[src/rtl/simplerisc_pkg.sv]
// simplerisc_pkg: shared SimpleRisc widths and the EX->MR payload layout
package simplerisc_pkg;
    localparam int XLEN   = 32;
    localparam int CTRL_W = 24;
    typedef struct packed {
        logic [XLEN-1:0]   pc;
        logic [XLEN-1:0]   alu;
        logic [XLEN-1:0]   op2;
        logic [XLEN-1:0]   instr;
        logic [CTRL_W-1:0] ctrl;
    } ex_mr_payload_t;
endpackage

[src/rtl/sat_counter.sv]
// sat_counter: up-counter that sticks at all-ones, synchronous clear has priority
module sat_counter #(
    parameter int W = 16
) (
    input  logic         clk,
    input  logic         rst,
    input  logic         inc_i,
    input  logic         clr_i,
    output logic [W-1:0] cnt_o
);
    logic [W-1:0] cnt_q, cnt_d;
    always_comb cnt_d = clr_i ? '0 : (inc_i && !(&cnt_q)) ? cnt_q + W'(1) : cnt_q;
    always_ff @(posedge clk or negedge rst)
        if (!rst) cnt_q <= '0;
        else      cnt_q <= cnt_d;
    assign cnt_o = cnt_q;
endmodule

[src/rtl/ex_mr_skid_stage.sv]
// ex_mr_skid_stage: EX->MR valid/ready register with main+skid entries, flush,
// one-cycle branch redirect pulse and a saturating back-pressure counter
module ex_mr_skid_stage #(
    parameter int XLEN   = simplerisc_pkg::XLEN,
    parameter int CTRL_W = simplerisc_pkg::CTRL_W,
    parameter int CNT_W  = 16
) (
    input  logic              clk,
    input  logic              rst,
    input  logic              in_valid,
    output logic              in_ready,
    input  logic [XLEN-1:0]   in_pc,
    input  logic [XLEN-1:0]   in_alu,
    input  logic [XLEN-1:0]   in_op2,
    input  logic [XLEN-1:0]   in_instr,
    input  logic [CTRL_W-1:0] in_ctrl,
    input  logic              in_br_taken,
    input  logic [XLEN-1:0]   in_br_target,
    input  logic              flush,
    output logic              out_valid,
    input  logic              out_ready,
    output logic [XLEN-1:0]   out_pc,
    output logic [XLEN-1:0]   out_alu,
    output logic [XLEN-1:0]   out_op2,
    output logic [XLEN-1:0]   out_instr,
    output logic [CTRL_W-1:0] out_ctrl,
    output logic              redirect_valid,
    output logic [XLEN-1:0]   redirect_pc,
    input  logic              perf_clr,
    output logic [CNT_W-1:0]  stall_cnt
);
    typedef struct packed {
        logic [XLEN-1:0]   pc;
        logic [XLEN-1:0]   alu;
        logic [XLEN-1:0]   op2;
        logic [XLEN-1:0]   instr;
        logic [CTRL_W-1:0] ctrl;
    } payload_t;

    payload_t        in_pl, main_q, main_d, skid_q, skid_d;
    logic            main_v_q, main_v_d, skid_v_q, skid_v_d;
    logic            redir_v_q, redir_v_d;
    logic [XLEN-1:0] redir_pc_q, redir_pc_d;
    logic            accept, fire, ld_skid_main, ld_in_main, ld_skid;

    assign in_pl        = '{in_pc, in_alu, in_op2, in_instr, in_ctrl};
    assign in_ready     = !skid_v_q;
    assign accept       = in_valid && !skid_v_q;
    assign fire         = main_v_q && out_ready;
    assign ld_skid_main = fire && skid_v_q;
    assign ld_in_main   = accept && (fire || !main_v_q);
    assign ld_skid      = accept && main_v_q && !fire;

    // payload stays stale on flush; only the valid bits are cleared
    always_comb begin
        main_v_d   = flush ? 1'b0 : (ld_skid_main || ld_in_main) ? 1'b1 : fire ? 1'b0 : main_v_q;
        skid_v_d   = flush ? 1'b0 : ld_skid_main ? 1'b0 : ld_skid ? 1'b1 : skid_v_q;
        main_d     = (!flush && ld_skid_main) ? skid_q : (!flush && ld_in_main) ? in_pl : main_q;
        skid_d     = (!flush && ld_skid) ? in_pl : skid_q;
        redir_v_d  = accept && in_br_taken && !flush;
        redir_pc_d = redir_v_d ? in_br_target : redir_pc_q;
    end

    always_ff @(posedge clk or negedge rst)
        if (!rst) begin
            main_v_q   <= 1'b0;
            skid_v_q   <= 1'b0;
            main_q     <= '0;
            skid_q     <= '0;
            redir_v_q  <= 1'b0;
            redir_pc_q <= '0;
        end else begin
            main_v_q   <= main_v_d;
            skid_v_q   <= skid_v_d;
            main_q     <= main_d;
            skid_q     <= skid_d;
            redir_v_q  <= redir_v_d;
            redir_pc_q <= redir_pc_d;
        end

    sat_counter #(.W(CNT_W)) u_stall_cnt (
        .clk   (clk),
        .rst   (rst),
        .inc_i (main_v_q && !out_ready),
        .clr_i (perf_clr),
        .cnt_o (stall_cnt)
    );

    assign out_valid      = main_v_q;
    assign out_pc         = main_q.pc;
    assign out_alu        = main_q.alu;
    assign out_op2        = main_q.op2;
    assign out_instr      = main_q.instr;
    assign out_ctrl       = main_q.ctrl;
    assign redirect_valid = redir_v_q;
    assign redirect_pc    = redir_pc_q;
endmodule

[config.mk]
export PLATFORM = sky130hd
export DESIGN_NAME = ex_mr_skid_stage
export DESIGN_NICKNAME = d
export VERILOG_FILES = /design/src/rtl/simplerisc_pkg.sv /design/src/rtl/sat_counter.sv /design/src/rtl/ex_mr_skid_stage.sv
export SDC_FILE = /design/constraint.sdc
export NUM_CORES = 1
export LEC_CHECK = 0
export ABC_CLOCK_PERIOD_IN_PS = 1510
export CELL_PAD_IN_SITES_DETAIL_PLACEMENT = 1
export CELL_PAD_IN_SITES_GLOBAL_PLACEMENT = 1
export CORE_ASPECT_RATIO = 0.8
export CORE_MARGIN = 2
export CORE_UTILIZATION = 35
export CTS_CLUSTER_DIAMETER = 80
export DETAILED_ROUTE_END_ITERATION = 10
export PLACE_DENSITY_LB_ADDON = 0.1
export SLEW_MARGIN = 30
export SYNTH_ARGS = -nofsm -noshare
export SYNTH_HDL_FRONTEND = slang
export SYNTH_SLANG_ARGS = --single-unit
[constraint.sdc]
create_clock -name clk -period 1.51 [get_ports clk]
set_input_delay 0.302 -clock clk [delete_from_list [all_inputs] [get_ports clk]]
set_output_delay 0.302 -clock clk [all_outputs]
set_load 0.01 [all_outputs]
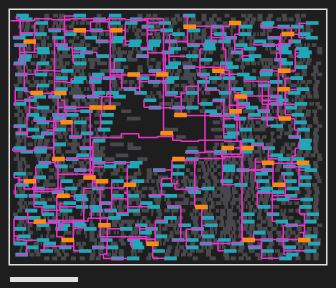
**Above:** run 1 (clock distribution).
Bar = 50 um.
flip-flops -> cyan  # count 355
clock drivers -> orange  # count 40
clock wires -> magenta  # length 5,120 um
routed clock nets = 41
flops lie = widely spread
clock share of power: 0.329
Clock Power: 9780 uW
clk latency late pin: 0.54 ns

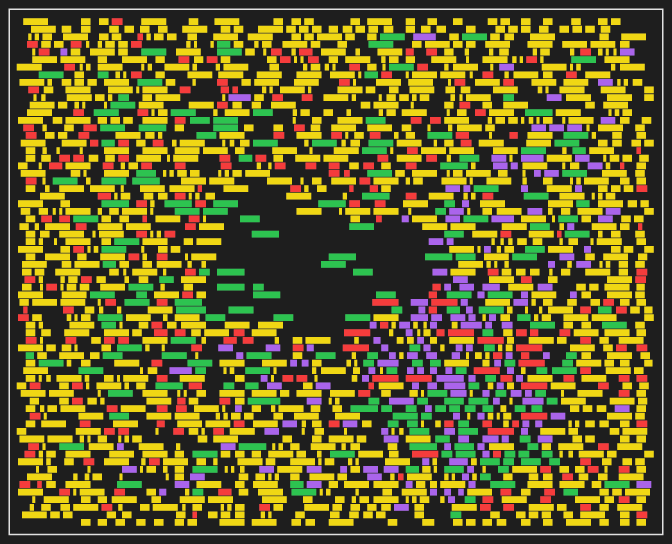
**Above:** run 1 (sizing map).
_3 and _4 cells -> purple  # cells 158, share 9.1%, most used buf_4
_0 and _1 cells -> yellow  # cells 1,165, share 67%, most used dfrtp_1
_2 cells -> red  # cells 228, share 13%, most used mux2_2
_6 and larger -> green  # cells 194, share 11%, most used clkbuf_16

==> reports/results.tsv, run 1 <==
stage	metric	value	unit
outcome	outcome	finished, violations left	
outcome	violations	setup timing	
die	initial_core_util	0.354	
placement	place_inst	2133	
layout	stdcell_area	23900	um^2
synth	synth_cells	1155	
synth	yosys.area_share.simple	0.0632	
synth	top_cell_area_share	0.601	
routing	highest_layer	met5	
layout	largest_register_ffs	152	
setup_path	crit_path_frequent_cell	buf_6	
global_routing	busiest_layer	met2	
synth	yosys.cell_types.count	38	
final_timing	setup_viol	363	
routing	dr_wl_met3	3670	um
final_timing	rsz0062_at_grt	yes	
die	rows	67	
die	die_x	234	um
routing	drc_errors	0	
final_timing	period_needed	1.77	ns
setup_path	reg2reg_from	skid_v_q	
die	die-area	43900	um^2
min_path	hold_path_depth	2	
clocking	clock_path_buffers	3	
layout	final-clk-cell-share	0.0549	
layout	nets	1908	
clocking	cts-root-buf	clkbuf_16	
synth	top_cells_by_count	dfrtp_1 (355), mux2_2 (184), a21oi_1 (166)	
min_path	hold_path_class	in2reg	
clocking	cts_tree	yes	
min_path	min_to	skid_v_q	
layout	area.growth.synth_to_final	61.5	%
layout	nonClkBufAreaFrac	0.286	
layout	seq_share	0.373	
power	top_power_group	registers	
global_routing	first_global_vias	12053	
placement	placed_area	20500	um^2
final_timing	maxSlewViolCount	0	
setup_path	critical_path_peak_fanout	12	
final_timing	max_clock_freq	565	MHz
clocking	path_clk_slew	0.06	ns
layout	inverters_excl_clock	4	
setup_path	startpoint	skid_v_q	
setup_path	critical-path-slowest-cell	dfrtp_1	
setup_path	critPathBufInv	5	
setup_path	r2r-end	out_pc[20]	
setup_path	worstSetupEndpointType	flip-flop	
clocking	htreeDepth	2	
placement	dpl_worst_slack	-0.616	ns
final_timing	tns	-52.36	ns
global_routing	antenna_found_initial	5	
layout	final_common_cell	dfrtp_1	
routing	drtIter0Drc	424	
setup_path	crit_end	out_pc[20]	
clocking	cts_sinks	355	
final_timing	slew-limit-headroom	0.768	
layout	sh_comb_area	0.256	
synth	synth_top_cell_by_count	dfrtp_1	
setup_path	worstPathRequired	1.95	ns
placement	portBuffers	393	
layout	drive_gt1_frac	0.332	
final_timing	post-route-period-util	1.17	
routing	ant_nets	0	
final_timing	layout_setup_ws	-0.261	ns
run	drv_cap	0	
routing	firstDrtPassIters	4	
layout	diodes	4	
synth	avgSynthCellArea	12.8	um^2
routing	m1WireLength	22100	um
global_routing	grt_max_degree	60	
layout	fillers	4149	
synth	topCellsByArea	dfrtp_1 (60%), mux2_2 (14%), mux2i_1 (10%)	
layout	final_cell_mix	dfrtp_1 (340), clkdlybuf4s50_1 (188), a21oi_1 (153), nor2_1 (149), clkdlybuf4s15_1 (141)	
synth	fa_ha_area_frac	0.000847	
final_timing	finalClockSkew	0.0152	ns
die	core	41700	um^2
run	tool_warnings	29	
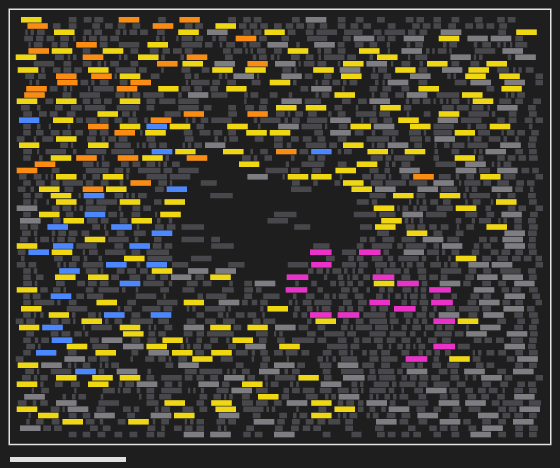
**Above:** run 1 (where the registers sit).
Bar = 50 um.
`out_instr` -> orange  # placed flops 32
`u_stall_cnt.cnt_o` -> magenta  # placed flops 16
`skid_q` -> yellow  # placed flops 152, where widely spread
`out_ctrl` -> blue  # placed flops 24
Reg area: 8900 um^2
Seq. pwr: 13,100 uW
fin util: 0.571

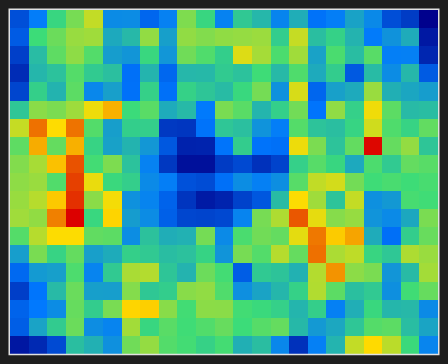
**Above:** run 1 (wiring heat map).
23 x 19 tiles, from dark blue (low) to red (high), scaled to the fullest tile. Values are wire area over tile area, all layers added.
tiles over half the peak = 41%
mean over tiles = 0.19
fullest tile = 0.43
gr usage total: 0.211
routed vias: 11,446
drt total wl: 53,000 um
DR WL/cell: 23.0 um

**Run 1: cell outlines without signal wires**

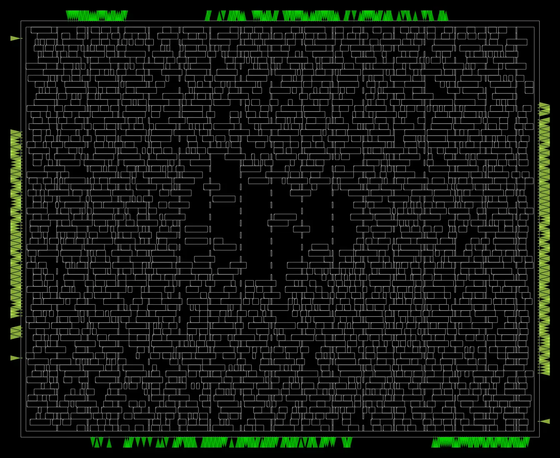

==> inputs of run 2 (changes only) <==
--- a/config.mk
+++ b/config.mk
@@ -13,7 +13,7 @@
 export CORE_UTILIZATION = 35
 export CTS_CLUSTER_DIAMETER = 80
 export DETAILED_ROUTE_END_ITERATION = 10
-export PLACE_DENSITY_LB_ADDON = 0.1
+export PLACE_DENSITY = 0.8
 export SLEW_MARGIN = 30
 export SYNTH_ARGS = -nofsm -noshare
 export SYNTH_HDL_FRONTEND = slang
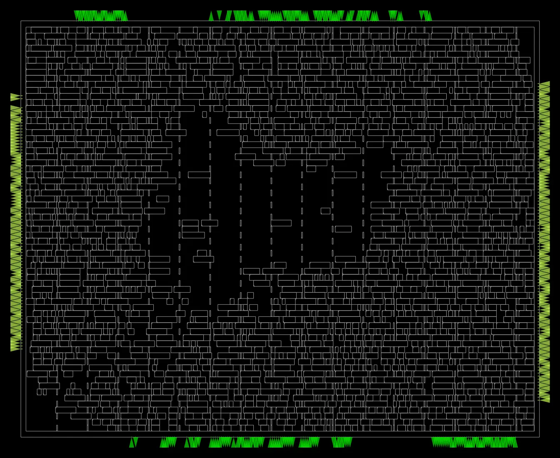
**Above:** run 2 (cell outlines without signal wires).
fin util: 0.590
flop count: 355
fin cells: 2,339

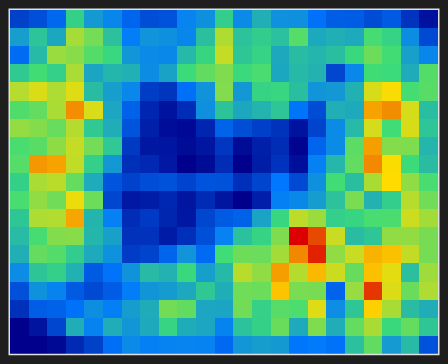
**Above:** run 2 (wiring heat map).
23 x 19 tiles, from dark blue (low) to red (high), scaled to the fullest tile. Values are wire area over tile area, all layers added.
densest ninth of the die = south-east
tiles over half the peak = 32%
fullest tile = 0.62
nearly empty tiles = 2.1%
emptiest ninth of the die = center
mean over tiles = 0.25

==> run 2 against run 1 <==
The run still ends with setup timing left. Clock power up 2%. Setup slack lost 0.24 ns. Sequential cell count unchanged. Critical endpoint is now u_stall_cnt.cnt_o[6].
==> reports/results.tsv, run 2 <==
stage	metric	value	unit	change
outcome	outcome	finished, violations left		
outcome	violations	setup timing		
final_timing	max_clock_freq	497	MHz	-12%
layout	final_common_cell	dfrtp_1		
die	core	41700	um^2	unchanged
global_routing	grt_usage	0.227		+0.0155
clocking	path_clk_slew	0.07	ns	about the same
routing	ant_nets	0		unchanged
clocking	clock_path_buffers	3		unchanged
clocking	htreeDepth	2		unchanged
placement	place_inst	2132		-0.047%
routing	routedWlPerCell	28.3	um	+23%
synth	topCellsByArea	dfrtp_1 (60%), mux2_2 (14%), mux2i_1 (10%)		
layout	nets	1951		+2.3%
routing	dr_wl_met3	4310	um	+18%
layout	final-clk-cell-share	0.0526		-0.00235
layout	inverters_excl_clock	4		unchanged
final_timing	setup_viol	370		+1.9%
synth	synth_top_cell_by_count	dfrtp_1		
final_timing	rsz0062_at_grt	yes		
global_routing	grt_max_degree	57		-5.0%
setup_path	worstPathRequired	1.91	ns	-0.04 ns
die	die_x	234	um	unchanged
layout	area.growth.synth_to_final	66.7	%	
setup_path	worstRegToRegCells	6		
layout	seq_share	0.361		-0.0118
global_routing	busiest_layer	met2		
routing	highest_layer	met5		
clocking	cts-root-buf	clkbuf_16		
synth	synth_cells	1155		unchanged
final_timing	finalClockSkew	0.00979	ns	-0.00539 ns
power	top_power_group	registers		
global_routing	first_global_vias	13120		+8.9%
clocking	clk_latency	0.53	ns	about the same
power	powerClk	9950	uW	+2%
routing	drc_errors	0		unchanged
routing	drt-total-wl	66200	um	+25%
final_timing	post-route-period-util	1.33		+0.159
layout	sh_comb_area	0.270		+0.0142
setup_path	startpoint	u_stall_cnt.cnt_o[0]		
layout	final_cell_mix	dfrtp_1 (340), clkdlybuf4s50_1 (189), nor2_1 (138), a21oi_1 (131), mux2i_1 (122)		
routing	drtIter0Drc	672		+58%
setup_path	reg2reg_from	u_stall_cnt.cnt_o[0]		
run	tool_warnings	29		unchanged
routing	m1WireLength	25000	um	+13%
power	seq_power	13500	uW	+3%
synth	top_cells_by_count	dfrtp_1 (355), mux2_2 (184), a21oi_1 (166)		
placement	portBuffers	393		unchanged
run	drv_cap	0		unchanged
synth	yosys.cell_types.count	38		unchanged
setup_path	path_class	reg2reg		
min_path	hold_path_class	in2async		
final_timing	layout_setup_ws	-0.501	ns	-0.239 ns
synth	ys_chip_area	14800	um^2	
setup_path	crit_path_cell_trace	ha_4, nand3_4, o41ai_4, buf_4, o31ai_2, a21oi_1		
routing	firstDrtPassIters	5		+1
placement	dpl_worst_slack	-0.602	ns	+0.0143 ns
synth	avgSynthCellArea	12.8	um^2	unchanged
routing	vias	12614		+10%
global_routing	antenna_found_initial	1		-4
synth	fa_ha_area_frac	0.000847		unchanged
layout	stdcell_area	24600	um^2	+3.3%
setup_path	cp.arrival	2.41	ns	
layout	seq_area	8900	um^2	unchanged
synth	xor_share	0.000593		
final_timing	tns	-102.79	ns	-50.43 ns
layout	nonClkBufAreaFrac	0.287		+0.00116
layout	drive_gt1_frac	0.400		+0.0674
layout	largest_register_ffs	152		unchanged
synth	top_cell_area_share	0.601		unchanged
layout	diodes	1		-3
power	clkPwrFrac	0.321		-0.008
clocking	cts_sinks	355		unchanged
synth	yosys.area_share.simple	0.0632		unchanged
setup_path	regToRegSetupSlack	-0.50	ns	
die	die_h	188	um	
setup_path	crit_end	u_stall_cnt.cnt_o[6]		
placement	placed_area	20400	um^2	-0.77%
layout	fillers	4018		-3.2%
setup_path	worstSetupEndpointType	flip-flop		
die	initial_core_util	0.354		unchanged
die	rows	67		unchanged
setup_path	critical_path_peak_fanout	7		-5
final_timing	maxSlewViolCount	0		unchanged
final_timing	period_needed	2.01	ns	+0.239 ns
Power figures rest on the tool's default switching activity, not on a simulated workload.
